==> config.mk <==
export PLATFORM = sky130hd
export DESIGN_NAME = weight_tile_writer
export DESIGN_NICKNAME = d
export VERILOG_FILES = /design/src/rtl/weight_tile_writer_pkg.sv /design/src/rtl/weight_tile_writer_counter.sv /design/src/rtl/weight_tile_writer.sv
export SDC_FILE = /design/constraint.sdc
export NUM_CORES = 1
export LEC_CHECK = 0
export CAP_MARGIN = 10
export CORE_UTILIZATION = 25
export DETAILED_ROUTE_END_ITERATION = 7
export GPL_ROUTABILITY_DRIVEN = 0
export PLACE_DENSITY = 0.59
export SKIP_CTS_REPAIR_TIMING = 1
export SLEW_MARGIN = 10
export SYNTH_ARGS = -nofsm -noshare
export SYNTH_HDL_FRONTEND = slang
export SYNTH_SLANG_ARGS = --single-unit
==> constraint.sdc <==
create_clock -name clk -period 2.9 [get_ports clk]
set_clock_uncertainty 0.2 [all_clocks]
set_input_delay 0.58 -clock clk [delete_from_list [all_inputs] [get_ports clk]]
set_output_delay 0.58 -clock clk [all_outputs]
set_load 0.005 [all_outputs]
run_1/met3.png
Scale bar: 50 um.
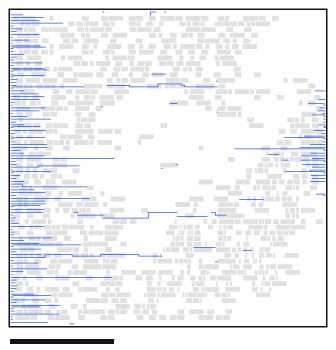
main direction = horizontal
share of all routed wire = 11%
wire length on this layer = 1660 um
longest straight run = 49.9 um
total number of vias: 4478
Post-Route WL: 15.70 mm
met3 Resource Use GR: 0.06940

run_1/met4.png
Scale bar: 50 um.
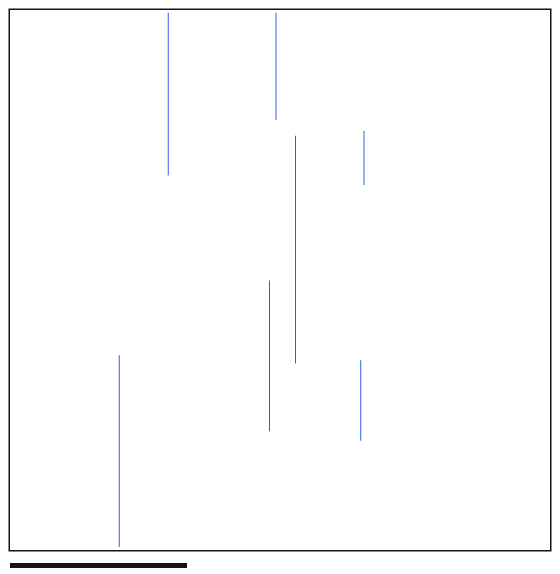
main direction = vertical
wire length on this layer = 273 um
share of all routed wire = 1.7%
nets with wire on the layer = 5
longest straight run = 63.9 um

run_1/met2.png
Scale bar: 50 um.
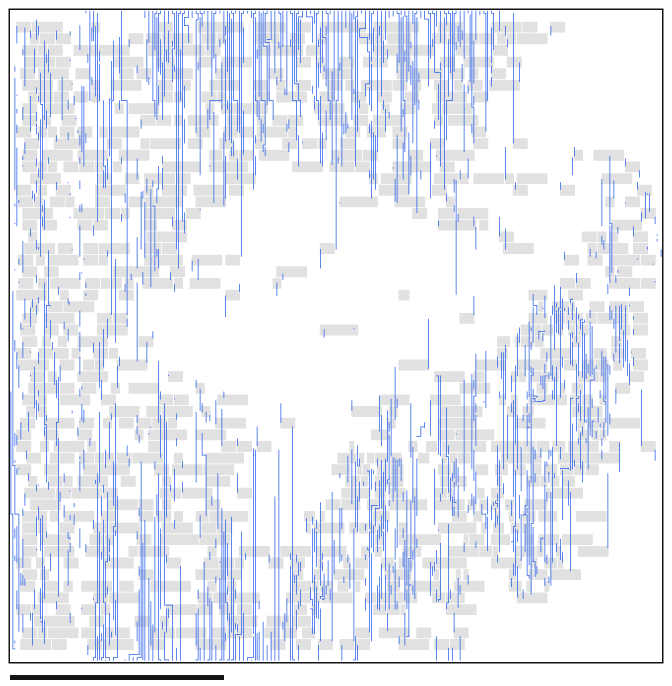
share of all routed wire = 51%
nets with wire on the layer = 797
GR met2 Demand/Resource: 0.2504

==> results.txt, run 1 <==
run results: outcome=complete, but fails checks, failing checks=design-rule violations, Post-Syn Area=5643 um2, Top cell area share=0.5960, Non-clock inverters=13, logic area=2128 um2, final core utilization=0.4307, sequential cell area share=0.3556, Post-synth EDFFs=0, delay of the slowest critical-path stage=0.55 ns, CTS Root Cell=clkbuf_16, fin cells=1115, Comb pwr share=0.089, chip height=152.2 um, Top logic family=simple AND/OR/NAND/NOR gates, ys flops=168, Insertion Delay late pin=0.42 ns, hold depth=2, Tapcells=280, Total GRT Usage=0.1394, met1 Track Usage GR=0.1373, buffers plus inverters on the worst setup path=2, TritonCTS Sinks=168, cell class with the largest area share=flip-flops and latches, largest net degree at the start of global routing=52, cell count after placement=1083, global route hottest layer=met2, Async SR Flop Fraction=0, Sequential Power Share=0.470, final hold slack=0.2802 ns, MI comb cells=322, worst reg2reg path depth=8, uppermost layer routed=met4, Worst-Margin Slew=0.5314 ns, Ports=286, and+or+nand+nor area frac=0.2310, Top Layout Cells=285 x clkdlybuf4s50_1, 168 x dfxtp_1, 132 x and2_1, cells after synthesis=527, xor/xnor share=0.06053, clk buf depth=2, worst-path fanout max=6, initial antenna violation count=0, Flops=168, Fin. Hold Viols=0, core footprint=21960 um2, fillers=2152, Synth Warn #=0, combinational share of cell area=0.2250, FP Core Util=0.2570, Crit-path slowest cell=clkdlybuf4s50_1, clk pwr=0.00224 W, buffering overhead=0.3149, WL/cell=14.08 um, switching share of power=0.2432, setup TNS=0 ns, sequential area share after synthesis=0.5960, wire length on met3=1.657 mm, Post-synth top cells=168 x dfxtp_1, 132 x and2_1, 27 x xor2_1, 23 x nor2_1, 19 x clkbuf_1, total power draw=0.005078 W, routed vias/inst=4.016, most frequent logic cell in the layout=clkdlybuf4s50_1, Flop+latch power=0.00239 W, Metal-1 WL=5.818 mm, Antenna Cells=0, Final clock-cell share=0.06231, 1st-pass router iterations=7, RSZ-0062 raised after global routing=no, H-Tree Depth=4, Area contributors post-synth=dfxtp_1 60%, and2_1 15%, xor2_1 4.2%, aoi share=0.05100, critical path depth=4, Unique masters post-synth=43, Psw=0.001235 W, metal2 WL=7.948 mm, crit path time final=2.798 ns, CTS buffer count=17, Die X=152.2 um, ys cells=527, Post-synth mux share=0.007095, CP arrival=2.02 ns, clock buffers=18, Top pwr grp=registers, Worst path top cell family by delay=buffers and inverters, VDD IR max=0.0003319 V, fin area=9458 um2, Combinational Power=0.000451 W, yosys adder share=0.02661, first-pass GRT wire length=24.61 mm, Startpoint Class=register, area leader, netlist=dfxtp_1, most frequent cell after synthesis=dfxtp_1, # port buffers=285, FF+latch area=3363 um2, Slew HR=0.6449, Reg clk slew, reported paths=0.07 ns, setup violators final=0, tool warnings=32, max_cap viols=0, kind of critical path=reg -> out, site row count=54, Achievable Freq=357.3 MHz, Setup WS post-layout=0.1016 ns, final net count=985, Int Pwr=0.003843 W, Syn Nets=690, CP required=2.12 ns, Static Leakage=3.830 nW, Post-route DRC=8, max FFs per register=128, vias in the first global route=4688, total die size=23180 um2, part of the power in the clock network=0.441, Avg Inst Size Synth=10.71 um2, Setup crit end kind=output pin, layout cell share with drive strength beyond 1=0.06228, grt ovf=0, register-to-register setup slack=0.45 ns, pre-CTS worst setup slack=0.03574 ns, Placed Area=8869 um2, worst hold-check path type=reg -> reg, Pwr Density=536.9 nW/um2, Starting DRT DRC Count=136, Syn-to-layout area delta=67.61%
## Run 2: what changed since run 1
--- a/config.mk
+++ b/config.mk
@@ -6,6 +6,7 @@
 export NUM_CORES = 1
 export LEC_CHECK = 0
 export CAP_MARGIN = 10
+export CORE_MARGIN = 8
 export CORE_UTILIZATION = 25
 export DETAILED_ROUTE_END_ITERATION = 7
 export GPL_ROUTABILITY_DRIVEN = 0
run_2/final_congestion.png
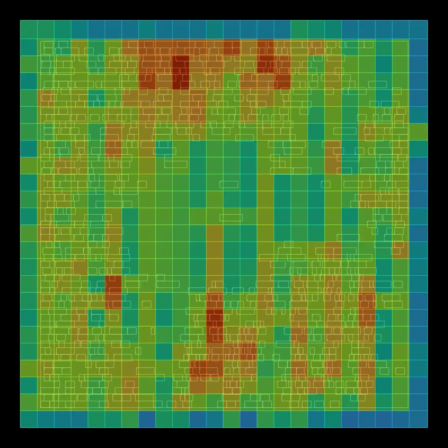
GR met2 Demand/Resource: 0.2227
WL/cell: 15.36 um
met1 Track Usage GR: 0.1198
global route hottest layer: met2
final core utilization: 0.4238

run_2/met2.png
Scale bar: 50 um.
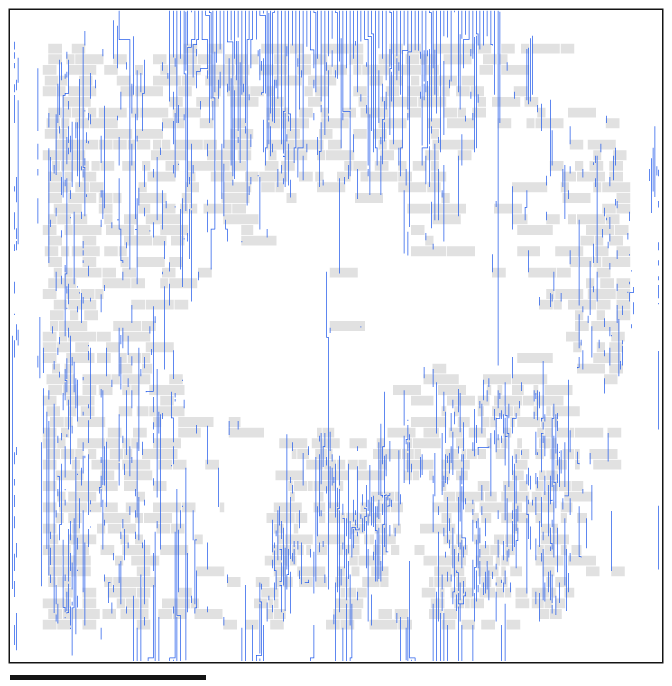
wire length on this layer = 8580 um
longest straight run = 90.3 um
main direction = vertical
share of all routed wire = 50%
nets with wire on the layer = 805
Post-Route WL: 17.25 mm
total number of vias: 4492

==> results.txt, run 2 <==
run results: outcome=completed, Int Pwr=0.003838 W (-0.14%), Combinational Power=0.000452 W (about the same), Unique masters post-synth=43 (unchanged), 1st-pass router iterations=4 (-3), RSZ-0062 raised after global routing=no, CP required=2.12 ns (about the same), pre-CTS worst setup slack=0.07135 ns (+0.03561 ns), fin area=9507 um2 (+0.52%), Flop+latch power=0.00239 W (about the same), Total GRT Usage=0.1271 (-0.01230), total die size=27640 um2 (+19%), Flops=168 (unchanged), most frequent cell after synthesis=dfxtp_1, fillers=2207 (+2.6%), switching share of power=0.2471 (+0.003950), and+or+nand+nor area frac=0.2310 (unchanged), clk pwr=0.00226 W (about the same), fin cells=1123 (+0.72%), CTS buffer count=17 (unchanged), wire length on met3=2.322 mm (+40%), Starting DRT DRC Count=113 (-17%), kind of critical path=reg -> out, tool warnings=32 (unchanged), Startpoint Class=register, Worst-Margin Slew=0.5186 ns (-0.01280 ns), setup violators final=0 (unchanged), VDD IR max=0.0002649 V (-20%), Slew HR=0.6534 (+0.008557), Top pwr grp=registers, Die X=166.2 um (+9.2%), Metal-1 WL=6.163 mm (+5.9%), Achievable Freq=361.7 MHz (+1.2%), Setup crit end kind=output pin, cell count after placement=1091 (+0.74%), sequential cell area share=0.3538 (-0.001825), Ports=286 (unchanged), Pwr Density=536.2 nW/um2 (-0.13%), ys cells=527 (unchanged), FF+latch area=3363 um2 (unchanged), buffering overhead=0.3169 (+0.002069), met3 Resource Use GR=0.08224 (+0.01285), Avg Inst Size Synth=10.71 um2 (unchanged), most frequent logic cell in the layout=clkdlybuf4s50_1, # port buffers=285 (unchanged), Sequential Power Share=0.469 (about the same), crit path time final=2.765 ns (-0.03388 ns), hold depth=1 (-1), setup TNS=0 ns (unchanged), cells after synthesis=527 (unchanged), Post-synth mux share=0.007095 (unchanged), cell class with the largest area share=flip-flops and latches, Synth Warn #=0 (unchanged), Post-route DRC=0 (-8), critical path depth=4 (unchanged), Placed Area=8906 um2 (+0.42%), max_cap viols=0 (unchanged), initial antenna violation count=0 (unchanged), largest net degree at the start of global routing=49 (-5.8%), Tapcells=285 (+1.8%), Insertion Delay late pin=0.42 ns (about the same), Final clock-cell share=0.06317 (+0.0008647), Area contributors post-synth=dfxtp_1 60%, and2_1 15%, xor2_1 4.2%, first-pass GRT wire length=27.50 mm (+12%), Worst path top cell family by delay=buffers and inverters, MI comb cells=322 (unchanged), area leader, netlist=dfxtp_1, aoi share=0.05100 (unchanged), Post-synth EDFFs=0 (unchanged), worst hold-check path type=reg -> reg, worst reg2reg path depth=8 (unchanged), final hold slack=0.2778 ns (-0.002467 ns), Setup WS post-layout=0.1355 ns (+0.03388 ns), TritonCTS Sinks=168 (unchanged), Reg clk slew, reported paths=0.08 ns (about the same), CTS Root Cell=clkbuf_16, H-Tree Depth=4 (unchanged), grt ovf=0 (unchanged), metal2 WL=8.581 mm (+8.0%), layout cell share with drive strength beyond 1=0.06563 (+0.003357), clk buf depth=2 (unchanged), buffers plus inverters on the worst setup path=2 (unchanged), Fin. Hold Viols=0 (unchanged), part of the power in the clock network=0.443 (+0.002), xor/xnor share=0.06053 (unchanged), Comb pwr share=0.089 (about the same), Top cell area share=0.5960 (unchanged), Async SR Flop Fraction=0 (unchanged), Antenna Cells=0 (unchanged), Top Layout Cells=285 x clkdlybuf4s50_1, 168 x dfxtp_1, 132 x and2_1, yosys adder share=0.02661 (unchanged), final net count=988 (+0.30%), register-to-register setup slack=0.44 ns (about the same), Non-clock inverters=13 (unchanged), Syn Nets=690 (unchanged), Crit-path slowest cell=clkdlybuf4s50_1, Top logic family=simple AND/OR/NAND/NOR gates, sequential area share after synthesis=0.5960 (unchanged)
run_2/density.png
The die is cut into 17 by 17 equal tiles; white is low, dark blue is high, 0 to 100% covered.
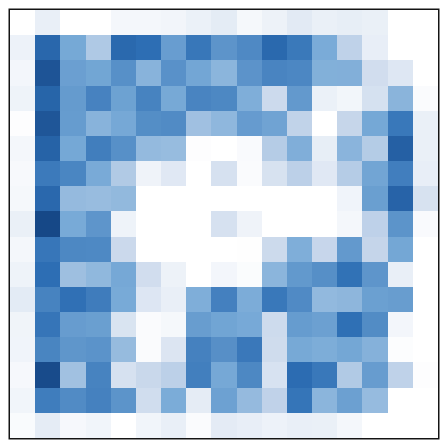
tiles over 75% full = 4.8%
nearly empty tiles = 16%
mean over tiles = 33%
emptiest ninth of the die = middle
fullest tile = 90%
core footprint: 22430 um2
FP Core Util: 0.2515

Power figures rest on the tool's default switching activity, not on a simulated workload.
